**Run 1: the metal 3 layer**

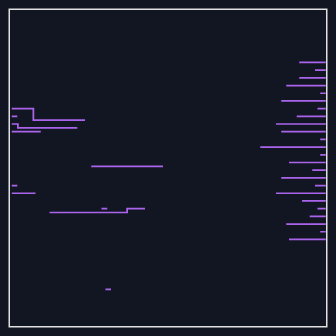
**Run 1: signal metal coverage by tile**

11 x 11 tiles, from black (low) to pale yellow (high), scaled to the fullest tile. Values are wire area over tile area, all layers added.
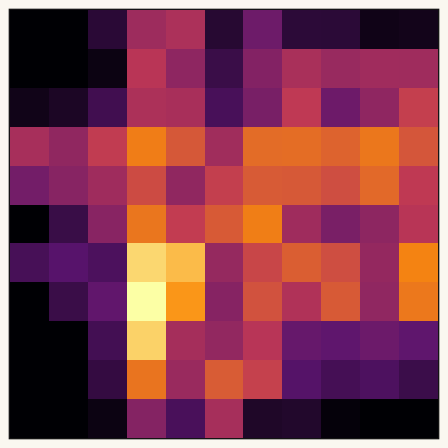
**Run 1: cell outlines without signal wires**

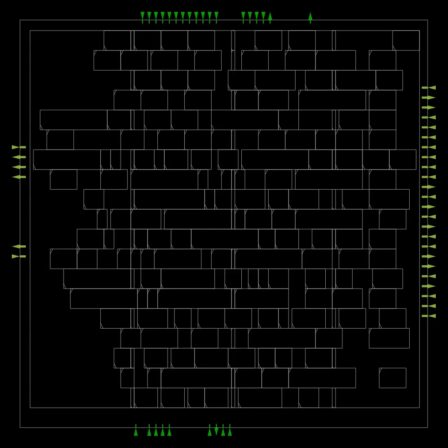
**Run 1: register map, names as in the netlist**

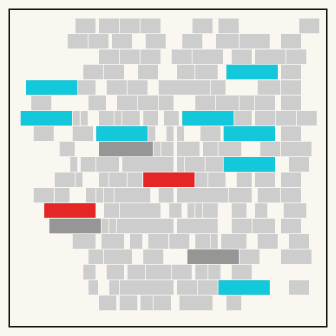
--- config.mk ---
export PLATFORM = sky130hd
export DESIGN_NAME = rr_channel_mux
export DESIGN_NICKNAME = d
export VERILOG_FILES = /design/src/rtl/rr_channel_mux.sv
export SDC_FILE = /design/constraint.sdc
export NUM_CORES = 1
export LEC_CHECK = 0
export ABC_CLOCK_PERIOD_IN_PS = 2110
export CORE_UTILIZATION = 34
export DETAILED_ROUTE_END_ITERATION = 12
export GPL_TIMING_DRIVEN = 0
export PLACE_DENSITY = 0.75
export SLEW_MARGIN = 20
export SYNTH_ARGS = -nofsm -noshare
export SYNTH_HDL_FRONTEND = slang
export SYNTH_SLANG_ARGS = --single-unit
export TNS_END_PERCENT = 20
--- constraint.sdc ---
create_clock -name clk -period 2.11 [get_ports clk]
set_input_delay 0.3165 -clock clk [delete_from_list [all_inputs] [get_ports clk]]
set_output_delay 0.3165 -clock clk [all_outputs]
set_load 0.02 [all_outputs]
--- src/rtl/rr_channel_mux.sv ---
// rr_channel_mux: N-channel registered multiplexer with valid/ready handshakes.
// Selects one producer channel per cycle, either a fixed channel (mode = 0) or by
// round-robin scan (mode = 1). It captures the word into a single output register
// tagged with its source channel.
module rr_channel_mux #(
    parameter  int WIDTH    = 8,
    parameter  int CHANNELS = 4,
    localparam int SEL_W    = $clog2(CHANNELS)
) (
    input  logic                      clk,
    input  logic                      reset,
    input  logic [CHANNELS*WIDTH-1:0] in_data,
    input  logic [CHANNELS-1:0]       in_valid,
    output logic [CHANNELS-1:0]       in_ready,
    input  logic                      mode,
    input  logic [SEL_W-1:0]          sel,
    output logic [WIDTH-1:0]          out_data,
    output logic                      out_valid,
    input  logic                      out_ready,
    output logic [SEL_W-1:0]          out_chan
);

    logic [WIDTH-1:0]    r_out_data;
    logic                r_out_valid;
    logic [SEL_W-1:0]    r_out_chan;
    logic [SEL_W-1:0]    r_ptr;

    logic                w_load_en;
    logic                w_grant_valid;
    logic [SEL_W-1:0]    w_grant_idx;
    logic [SEL_W-1:0]    w_scan_idx;
    logic [CHANNELS-1:0] w_in_ready;
    logic [WIDTH-1:0]    w_grant_data;

    // The output register can take a word when it is empty or being drained this cycle.
    assign w_load_en = !r_out_valid || out_ready;

    // Grant selection: fixed channel or first valid channel scanning upward from r_ptr.
    always_comb begin
        w_grant_valid = 1'b0;
        w_grant_idx   = {SEL_W{1'b0}};
        w_scan_idx    = {SEL_W{1'b0}};
        if (w_load_en && !reset) begin
            if (!mode) begin
                if (in_valid[sel]) begin
                    w_grant_valid = 1'b1;
                    w_grant_idx   = sel;
                end else begin
                    w_grant_valid = 1'b0;
                end
            end else begin
                // CHANNELS is a power of two, so SEL_W-bit addition wraps naturally.
                for (int i = 0; i < CHANNELS; i++) begin
                    w_scan_idx = r_ptr + SEL_W'(i);
                    if (!w_grant_valid && in_valid[w_scan_idx]) begin
                        w_grant_valid = 1'b1;
                        w_grant_idx   = w_scan_idx;
                    end else begin
                        w_grant_valid = w_grant_valid;
                    end
                end
            end
        end else begin
            w_grant_valid = 1'b0;
        end
    end

    // One-hot ready toward the granted producer only; all-zero otherwise.
    always_comb begin
        w_in_ready = {CHANNELS{1'b0}};
        if (w_grant_valid) begin
            w_in_ready[w_grant_idx] = 1'b1;
        end else begin
            w_in_ready = {CHANNELS{1'b0}};
        end
    end

    assign in_ready     = w_in_ready;
    assign w_grant_data = in_data[w_grant_idx*WIDTH +: WIDTH];

    // Output register, channel tag and round-robin pointer update.
    always_ff @(posedge clk or posedge reset) begin
        if (reset) begin
            r_out_data  <= {WIDTH{1'b0}};
            r_out_valid <= 1'b0;
            r_out_chan  <= {SEL_W{1'b0}};
            r_ptr       <= {SEL_W{1'b0}};
        end else if (w_grant_valid) begin
            // A grant implies in_valid[g] & in_ready[g]: the transfer happens here.
            r_out_data  <= w_grant_data;
            r_out_chan  <= w_grant_idx;
            r_out_valid <= 1'b1;
            if (mode) begin
                r_ptr <= w_grant_idx + SEL_W'(1);
            end else begin
                r_ptr <= r_ptr;
            end
        end else if (r_out_valid && out_ready) begin
            // Drain with no replacement: data and tag keep their last values.
            r_out_valid <= 1'b0;
        end else begin
            r_out_valid <= r_out_valid;
        end
    end

    assign out_data  = r_out_data;
    assign out_valid = r_out_valid;
    assign out_chan  = r_out_chan;

endmodule
==> impl_metrics.py, run 1 <==
# Generated from Yosys and OpenROAD reports
metrics = {
    "status": {
        "status": "finished, violations left",
        "violations": "negative setup slack",
    },
    "route": {
        "drc": 0,
        "dr.pass1.iters": 4,
        "drt-total-wl_microns": 3130,
        "vias": 1020,
    },
    "synth": {
        "yosys_warnings": 0,
        "ys_cells": 92,
        "syn_area_sq_um": 986,
        "synthArstFlopShare": 1.00,
        "synthCells": 92,
        "ys_area_sq_um": 986,
    },
    "timing": {
        "worst_slew_margin_rel": 0.793,
        "final-hold-violation-count": 0,
        "timing.fmax_mhz": 446,
        "finalWorstSetupSlack_ns": -0.130,
        "finalSetupViolations": 4,
        "tns_ns": -0.486,
    },
    "grt": {
        "track_usage": 0.208,
        "grt.overflow.total": 0,
        "grt_pass1_vias": 1128,
        "antenna_found_initial": 0,
    },
    "layout": {
        "layout.cells.most_common": "clkdlybuf4s50_1",
        "nets": 212,
        "drive_above_1_share": 0.309,
    },
    "pwr": {
        "irDropWorstVdd_uv": 565,
        "powerDensity_nw_per_um2": 628,
        "cellLeakagePower_nw": 0.813,
    },
    "place": {
        "gp_congestion": 0.728,
        "portBuffers": 56,
        "place_ws_ns": -1.12,
        "hpwl_microns": 2120,
    },
    "floorplan": {
        "dieArea_sq_um": 3120,
        "rows": 19,
        "dieWidth_microns": 55.9,
        "die_h_microns": 55.9,
    },
    "setup_path": {
        "path_class": "reg -> out",
        "worstPathRequired_ns": 1.79,
        "path_cells": "a21o_1, a21oi_2, o221a_4, o21ai_4, inv_4, ha_4, and2_4, buf_6",
        "start_kind": "register",
        "slowest_stage": "dfrtp_2",
    },
    "clock_tree": {
        "cts_made_buffers": 3,
        "clkSinkCount": 13,
        "cts_max_level": 1,
        "clk_pin_slew_worst_paths_ns": 0.09,
    },
    "worst_hold_path": {
        "hp-class": "in -> async",
    },
}
Back to the opening pictures, 'the metal 3 layer':
The longest straight run is 13.6 microns. The layer carries 175 microns of wire.

Back to the opening pictures, 'signal metal coverage by tile':
The fullest tile reaches 0.44. The mean over all tiles is 0.16. The densest ninth of the die: centre. 30% of the tiles are over half the peak. 12% of the tiles are nearly empty.

Back to the opening pictures, 'cell outlines without signal wires':
Final Core Density: 0.662
Tap Cells: 31
filler instances: 220
non-filler cells in the finished layout: 196

Back to the opening pictures, 'register map, names as in the netlist':
Key: red = `out_chan` [flops 2]; cyan = `out_data` [flops 8]

==> run 1: cells by family (layout without fill, tap and decap cells) <==
logic type,Yosys count,count (layout),share of synthesized area
simple gates,27,27,0.151
compound gates,23,23,0.217
mux,16,16,0.206
flops,13,13,0.330
buf+inv,9,82,0.0457
fa+ha+maj,4,4,0.0508
==> run 1: layout make-up <==
class                   count  area (sq um)
plain buffers               3          18.8
clock buffers               4          26.3
fillers                   220           931
inverters                   5          30.0
multi-input cells          70           719
flip-flops and latches     13           327
well taps                  31          38.8
repair buffers             70           667
==> run 1: cells in the mapped netlist, types with 2 or more instances <==
library cell	instances	area [sq um]
nor3_1	2	10.0
a21oi_1	3	15.0
o21ai_0	2	10.0
mux2i_1	9	90.1
nor2_1	2	7.51
ha_1	4	50.1
o221ai_1	3	26.3
and2_1	6	37.5
dfrtp_1	13	325
buf_2	2	10.0
inv_1	4	15.0
nand2b_1	2	12.5
mux2_4	5	75.1
nand2_1	11	41.3
o221a_1	5	56.3
a221o_1	5	50.1
==> run 1: layer usage <==
metal	GRT usage	vias to the layer above	wire, microns
met5	0	-	0
met4	0.0557	0	14
met3	0.0442	2	174
met2	0.377	36	1610
met1	0.249	485	1330
li1	-	497	-
==> run 1: critical path, delay by kind of cell (launching register included) <==
kind / cells / cell delay (ns)
compound gates: 4 / 0.70
fa+ha+maj: 1 / 0.16
buf+inv: 2 / 0.21
flops: 1 / 0.44
simple gates: 1 / 0.13
==> run 1: timing repair <==
item | in CTS | in global routing
setup endpoints to repair | 13 | 11
resized | 54 | 8
cloned | 0 | 0
pin swaps | 7 | 8
setup buffers | 13 | 1
==> run 1: registers in the layout (all words and copies together) (netlist names) <==
register and cells:
out_chan 2, out_data 8, out_valid 1, r_ptr 2
==> run 1: final timing paths <==
path | start | to | slack (ns) | depth (start not counted)
worst max-delay path | r_ptr[1] | in_ready[3] | -0.13 | 8
worst min-delay path | reset | out_data[6] | 0.37 | 3
worst max register to register | r_ptr[1] | out_data[6] | 0.08 | 8
worst min register to register | out_data[1] | out_data[1] | 0.50 | 2
max in group asynchronous | reset | r_ptr[1] | 1.52 | 3
min in group clk | out_data[1] | out_data[1] | 0.50 | 2
==> run 1: metrics by stage <==
step / hold WS, ns / area [sq um] / total power (W)
finish: 0.373 / 1830 / 0.00115
global route: 0.368 / 1830 / 0.00121
CTS: 0.371 / 1800 / 0.00113
detailed placement: 0.481 / 1590 / 0.000894
global placement: 0.459 / 1590 / 0.000883
floorplan: 0.207 / 986 / 0.000642
==> run 1: where the power goes <==
part	switching, W	internal (W)
logic	0.000278	0.000340
registers	0.0000490	0.000317
clock network	0.0000895	0.0000733
total	0.000416	0.000731
==> run 2: changes to the inputs <==
--- a/config.mk
+++ b/config.mk
@@ -6,11 +6,10 @@
 export NUM_CORES = 1
 export LEC_CHECK = 0
 export ABC_CLOCK_PERIOD_IN_PS = 2110
-export CORE_UTILIZATION = 34
+export CORE_UTILIZATION = 25
 export DETAILED_ROUTE_END_ITERATION = 12
 export GPL_TIMING_DRIVEN = 0
-export PLACE_DENSITY = 0.75
-export SLEW_MARGIN = 20
+export PLACE_DENSITY = 0.58
 export SYNTH_ARGS = -nofsm -noshare
 export SYNTH_HDL_FRONTEND = slang
 export SYNTH_SLANG_ARGS = --single-unit
**Run 2: port wiring**

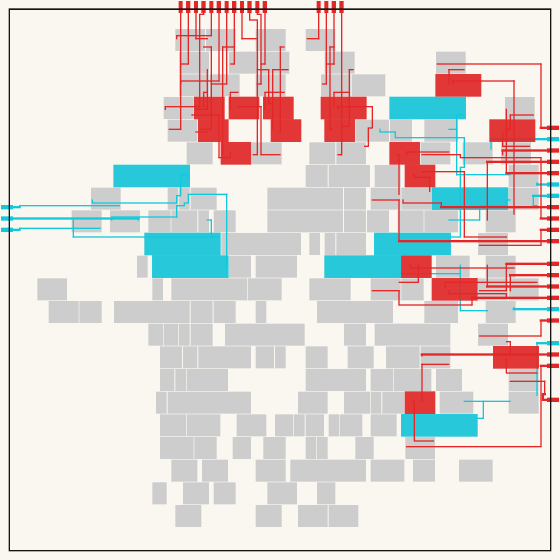
Key: cyan = `out_data` [direction output, end cells 8, buffers 8, wire 200 microns]; red = `in_data` [direction input, end cells 16, buffers 32, wire 649 microns]

==> run 2 against run 1 <==
Compared with the run above: die area is 35% higher; critical path type unchanged; clock power is about 40% higher; combinational power is 3% higher; utilization is 16 points lower; via count is 0.78% higher; the run still ends with negative setup slack left; first-iteration DRC count is 81% higher; fmax is 1.8% higher; power is 7.8% higher; sequential power is 1% higher; critical path depth stayed put; synthesized area stayed put.
==> impl_metrics.py, run 2 <==
# Generated from Yosys and OpenROAD reports
metrics = {
    "setup_path": {
        "start_kind": "register",
        "reg2regPathDepth": 8,
        "path_class": "reg -> out",
    },
    "floorplan": {
        "dieWidth_microns": 64.8,
        "rows": 22,
        "dieArea_sq_um": 4200,
        "die_h_microns": 64.8,
    },
    "grt": {
        "antenna_found_initial": 0,
        "grt.overflow.total": 0,
        "track_usage": 0.153,
    },
    "synth": {
        "synthDominantCellAreaShare": 0.330,
        "synthCells": 92,
        "top_cells_by_count": "13 x dfrtp_1, 11 x nand2_1, 9 x mux2i_1",
        "ys_area_sq_um": 986,
        "yosysMostFrequentCell": "dfrtp_1",
        "synth_top_cell_by_area": "dfrtp_1",
        "synthArstFlopShare": 1.00,
        "topCellsByArea": "dfrtp_1 33%, mux2i_1 9.1%, mux2_4 7.6%, o221a_1 5.7%, a221o_1 5.1%",
        "yosys_warnings": 0,
        "ys_cells": 92,
        "syn_area_sq_um": 986,
    },
    "timing": {
        "finalSetupViolations": 4,
        "finalWorstSetupSlack_ns": -0.0910,
        "worst_slew_margin_rel": 0.779,
        "tns_ns": -0.316,
    },
    "status": {
        "status": "finished, violations left",
        "violations": "negative setup slack",
    },
    "clock_tree": {
        "cts_made_buffers": 3,
        "clk_pin_slew_worst_paths_ns": 0.06,
        "cts_max_level": 1,
    },
    "place": {
        "placed_cell_area_sq_um": 1610,
        "gp_congestion": 0.808,
        "place_ws_ns": -1.08,
    },
    "pwr": {
        "fin_total_pwr_w": 0.00124,
        "cellLeakagePower_nw": 0.834,
    },
    "route": {
        "vias": 1028,
        "dr.pass1.iters": 4,
        "drt-total-wl_microns": 3210,
    },
    "layout": {
        "stdcell_count": 218,
        "layout.cells.most_common": "clkdlybuf4s50_1",
        "postLayoutCellArea_sq_um": 1880,
        "nets": 217,
    },
}
**Run 2: register map, names as in the netlist**

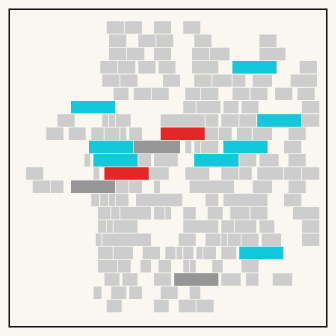
Key: cyan = `out_data` [flops 8]; red = `out_chan` [flops 2]
Another 3 sequential cells are not coloured.

run 2: netlist changes by cell type in the layout (fill, tap and decap cells not counted), sizes merged:
cell    change
buf         +6
clkbuf      -1
run 2: metrics by stage:
step                       util  hold WS (ns)
final                     0.506         0.435
after global placement    0.432         0.459
after floorplan               -         0.207
after detailed placement  0.432         0.462
after CTS                 0.496         0.424
after global routing      0.506         0.457
run 2: power by group:
group          total, W  switching [W]  internal [W]
Combinational  0.000637       0.000277      0.000361
Sequential     0.000370      0.0000520      0.000318
Clock          0.000229      0.0000956      0.000133
run 2: cell type report:
| type | instances | area (sq um) | area share |
|---|---|---|---|
| clock buffer | 4 | 45.0 | 0.0239 |
| inverter | 5 | 32.5 | 0.0173 |
| tap | 48 | 60.1 | 0.0319 |
| multi-input combinational | 70 | 698 | 0.371 |
| sequential | 13 | 327 | 0.174 |
| buffer | 4 | 30.0 | 0.0160 |
| timing repair buffer | 74 | 689 | 0.366 |
run 2: worst paths after layout:
kind | startpoint | endpoint | slack [ns]
max | r_ptr[1] | in_ready[2] | -0.09
min | reset | out_data[6] | 0.43
max reg2reg | r_ptr[1] | out_data[5] | 0.08
min reg2reg | out_chan[0] | out_chan[0] | 0.47
max in group asynchronous | reset | r_ptr[1] | 1.47
min in group clk | out_chan[0] | out_chan[0] | 0.47
run 2: what timing repair did:
| action | CTS | global route |
|---|---|---|
| hold endpoints to repair | 0 | 0 |
| endpoints found under the setup margin | 14 | 9 |
| resized | 51 | 7 |
| pin swaps | 7 | 4 |
| buffers inserted | 16 | 2 |
| hold buffers | 0 | 0 |
run 2: worst max-delay path, delay by kind of cell (launching register included):
family | cells | cell delay (ns)
multiplexers | 1 | 0.25
adder cells (fa/ha/maj) | 1 | 0.15
AND/OR/NAND/NOR | 2 | 0.28
AND-OR/OR-AND | 2 | 0.34
flip-flops | 1 | 0.44
buffers and inverters | 2 | 0.18
run 2: cells by family after synthesis:
group | count (synthesis) | share of synthesized area
DFF | 13 | 0.330
muxes | 16 | 0.206
and+or+nand+nor | 27 | 0.151
AOI/OAI and AO/OA | 23 | 0.217
adders and majority gates | 4 | 0.0508
buffers and inverters | 9 | 0.0457
run 2: metal layers:
layer / global-route usage / vias to the layer above / routed length [microns] / share of wire
li1: - / 503 / - / -
met1: 0.195 / 492 / 1440 / 0.45
met2: 0.262 / 31 / 1580 / 0.49
met3: 0.0264 / 2 / 177 / 0.055
met4: 0.0417 / 0 / 10 / 0.0031
met5: 0 / - / 0 / 0
==> run 3: changes to the inputs <==
--- a/config.mk
+++ b/config.mk
@@ -7,9 +7,11 @@
 export LEC_CHECK = 0
 export ABC_CLOCK_PERIOD_IN_PS = 2110
 export CORE_UTILIZATION = 25
+export CTS_CLUSTER_DIAMETER = 120
 export DETAILED_ROUTE_END_ITERATION = 12
 export GPL_TIMING_DRIVEN = 0
 export PLACE_DENSITY = 0.58
+export SKIP_LAST_GASP = 1
 export SYNTH_ARGS = -nofsm -noshare
 export SYNTH_HDL_FRONTEND = slang
 export SYNTH_SLANG_ARGS = --single-unit
**Run 3: port wiring**

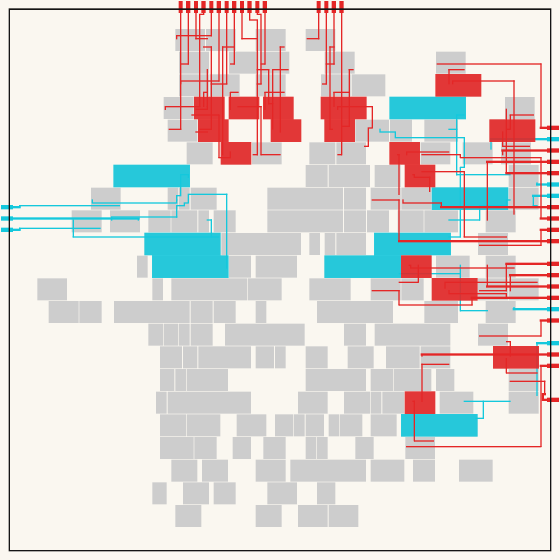
Key: red = `in_data` [direction input, end cells 16, buffers 32, wire 649 microns]; cyan = `out_data` [direction output, end cells 8, buffers 8, wire 200 microns]

==> run 3 against run 2 <==
Compared with the run above: the run still ends with negative setup slack left; sequential power about the same; synthesized cell count unchanged; register-to-register slack about the same; first-iteration DRC count is 2.6% higher; setup slack barely moved; die area did not move; global-route usage is the same; synthesized area did not move; utilization shrank 0.067 points; non-clock buffer count did not move; clock power hardly changed; critical path type unchanged; critical endpoint unchanged; largest power group unchanged.
==> impl_metrics.py, run 3 <==
# Generated from Yosys and OpenROAD reports
metrics = {
    "synth": {
        "top_cells_by_count": "13 x dfrtp_1, 11 x nand2_1, 9 x mux2i_1",
        "ys_cells": 92,
        "yosysMostFrequentCell": "dfrtp_1",
        "synthArstFlopShare": 1.00,
        "syn_area_sq_um": 986,
        "synthDominantCellAreaShare": 0.330,
        "topCellsByArea": "dfrtp_1 33%, mux2i_1 9.1%, mux2_4 7.6%, o221a_1 5.7%, a221o_1 5.1%",
        "synth_top_cell_by_area": "dfrtp_1",
    },
    "place": {
        "place_ws_ns": -1.08,
    },
    "setup_path": {
        "start_kind": "register",
        "r2r-end": "out_data[5]",
        "path_class": "reg -> out",
        "cp_num_cells": 8,
        "r2r_start": "r_ptr[1]",
        "reg2regPathDepth": 8,
        "crit_buf_inv": 2,
        "crit_family": "flip-flops",
    },
    "layout": {
        "stdcell_count": 218,
        "layout.cells.most_common": "clkdlybuf4s50_1",
        "nets": 217,
    },
    "route": {
        "wl_met3_microns": 177,
        "vias": 1028,
        "routed-wl-met2_microns": 1580,
    },
    "pwr": {
        "switchingPower_w": 0.000424,
        "pwr-share-seq": 0.300,
        "cellLeakagePower_nw": 0.832,
        "swShare": 0.343,
        "cell_internal_pwr_w": 0.000812,
        "clkPwrFrac": 0.185,
    },
    "floorplan": {
        "die_h_microns": 64.8,
        "dieWidth_microns": 64.8,
        "dieArea_sq_um": 4200,
        "rows": 22,
    },
    "status": {
        "violations": "negative setup slack",
        "status": "finished, violations left",
    },
    "grt": {
        "antenna_found_initial": 0,
    },
    "timing": {
        "finalWorstSetupSlack_ns": -0.0910,
        "hold_ws_ns": 0.435,
        "finalSetupViolations": 4,
    },
    "clock_tree": {
        "clk_pin_slew_worst_paths_ns": 0.06,
    },
}
**Run 3: the metal 3 layer**

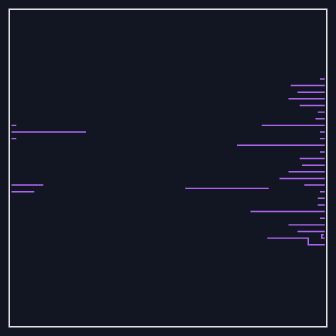
31 nets have wire on it. The layer holds 5.6% of the routed length. The longest straight run is 17.7 microns. The wires run mostly horizontal. The layer carries 178 microns of wire.

## run 3: cell types whose count changed in the layout (fill, tap and decap cells not counted)
cell    before  now
and2_1       2    3
and2_4       4    3
## run 3: what timing repair did
action                                  CTS  global route
gates resized                            50             7
buffers inserted                         16             2
endpoints found under the setup margin   14             9
pin swaps                                 7             4
hold buffers                              0             0
## run 3: kinds of logic (layout without fill, tap and decap cells)
kind of cell / Yosys count / in the layout / share of synthesized area
flip-flops: 13 / 13 / 0.330
AND/OR/NAND/NOR: 27 / 27 / 0.151
buffers and inverters: 9 / 87 / 0.0457
adder cells (fa/ha/maj): 4 / 4 / 0.0508
AND-OR/OR-AND: 23 / 23 / 0.217
multiplexers: 16 / 16 / 0.206
## run 3: layer usage
layer,global-route usage,vias up
met5,0,-
met4,0.0417,0
met3,0.0264,2
met1,0.195,492
li1,-,503
met2,0.262,31
## run 3: final cells by class
type | count | area (sq um) | area share
sequential | 13 | 327 | 0.174
buffer | 4 | 30.0 | 0.0160
multi-input combinational | 70 | 696 | 0.370
timing repair buffer | 74 | 689 | 0.367
clock buffer | 4 | 45.0 | 0.0240
tap | 48 | 60.1 | 0.0320
inverter | 5 | 32.5 | 0.0173
## run 3: worst register-to-register path, cell delays in order, from the launching register on
cell	delay [ns]
dfrtp_2	0.46
buf_4	0.16
o32ai_4	0.29
o22a_4	0.22
nor2_8	0.05
inv_6	0.09
buf_4	0.14
mux2_4	0.30
o221a_1	0.21
## run 3: worst max path at each step
| stage | end | slack (ns) | start |
|---|---|---|---|
| after floorplan | in_ready[2] | 0.07 | r_ptr[1] |
| after global placement | in_ready[3] | -1.09 | in_valid[0] |
| after detailed placement | in_ready[3] | -1.08 | in_valid[0] |
| final | in_ready[2] | -0.09 | r_ptr[1] |
| after global routing | in_ready[2] | -0.16 | r_ptr[1] |
| after CTS | in_ready[0] | -0.10 | r_ptr[1] |
## run 3: per-stage QoR
stage / TNS (ns) / utilization / area (sq um)
floorplan: 0 / - / 986
global placement: -10.34 / 0.432 / 1610
detailed placement: -10.08 / 0.432 / 1610
CTS: -0.387 / 0.496 / 1840
global route: -0.633 / 0.506 / 1880
finish: -0.326 / 0.506 / 1880
## run 3: power groups by stage
stage          Sequential (W)  Clock (W)  Combinational [W]
3_5_place_dp         0.000369          0           0.000526
5_1_grt              0.000379   0.000244           0.000679
2_1_floorplan        0.000432          0           0.000209
6_report             0.000370   0.000229           0.000637
3_3_place_gp         0.000368          0           0.000523
4_1_cts              0.000368   0.000235           0.000614
Power figures rest on the tool's default switching activity, not on a simulated workload.
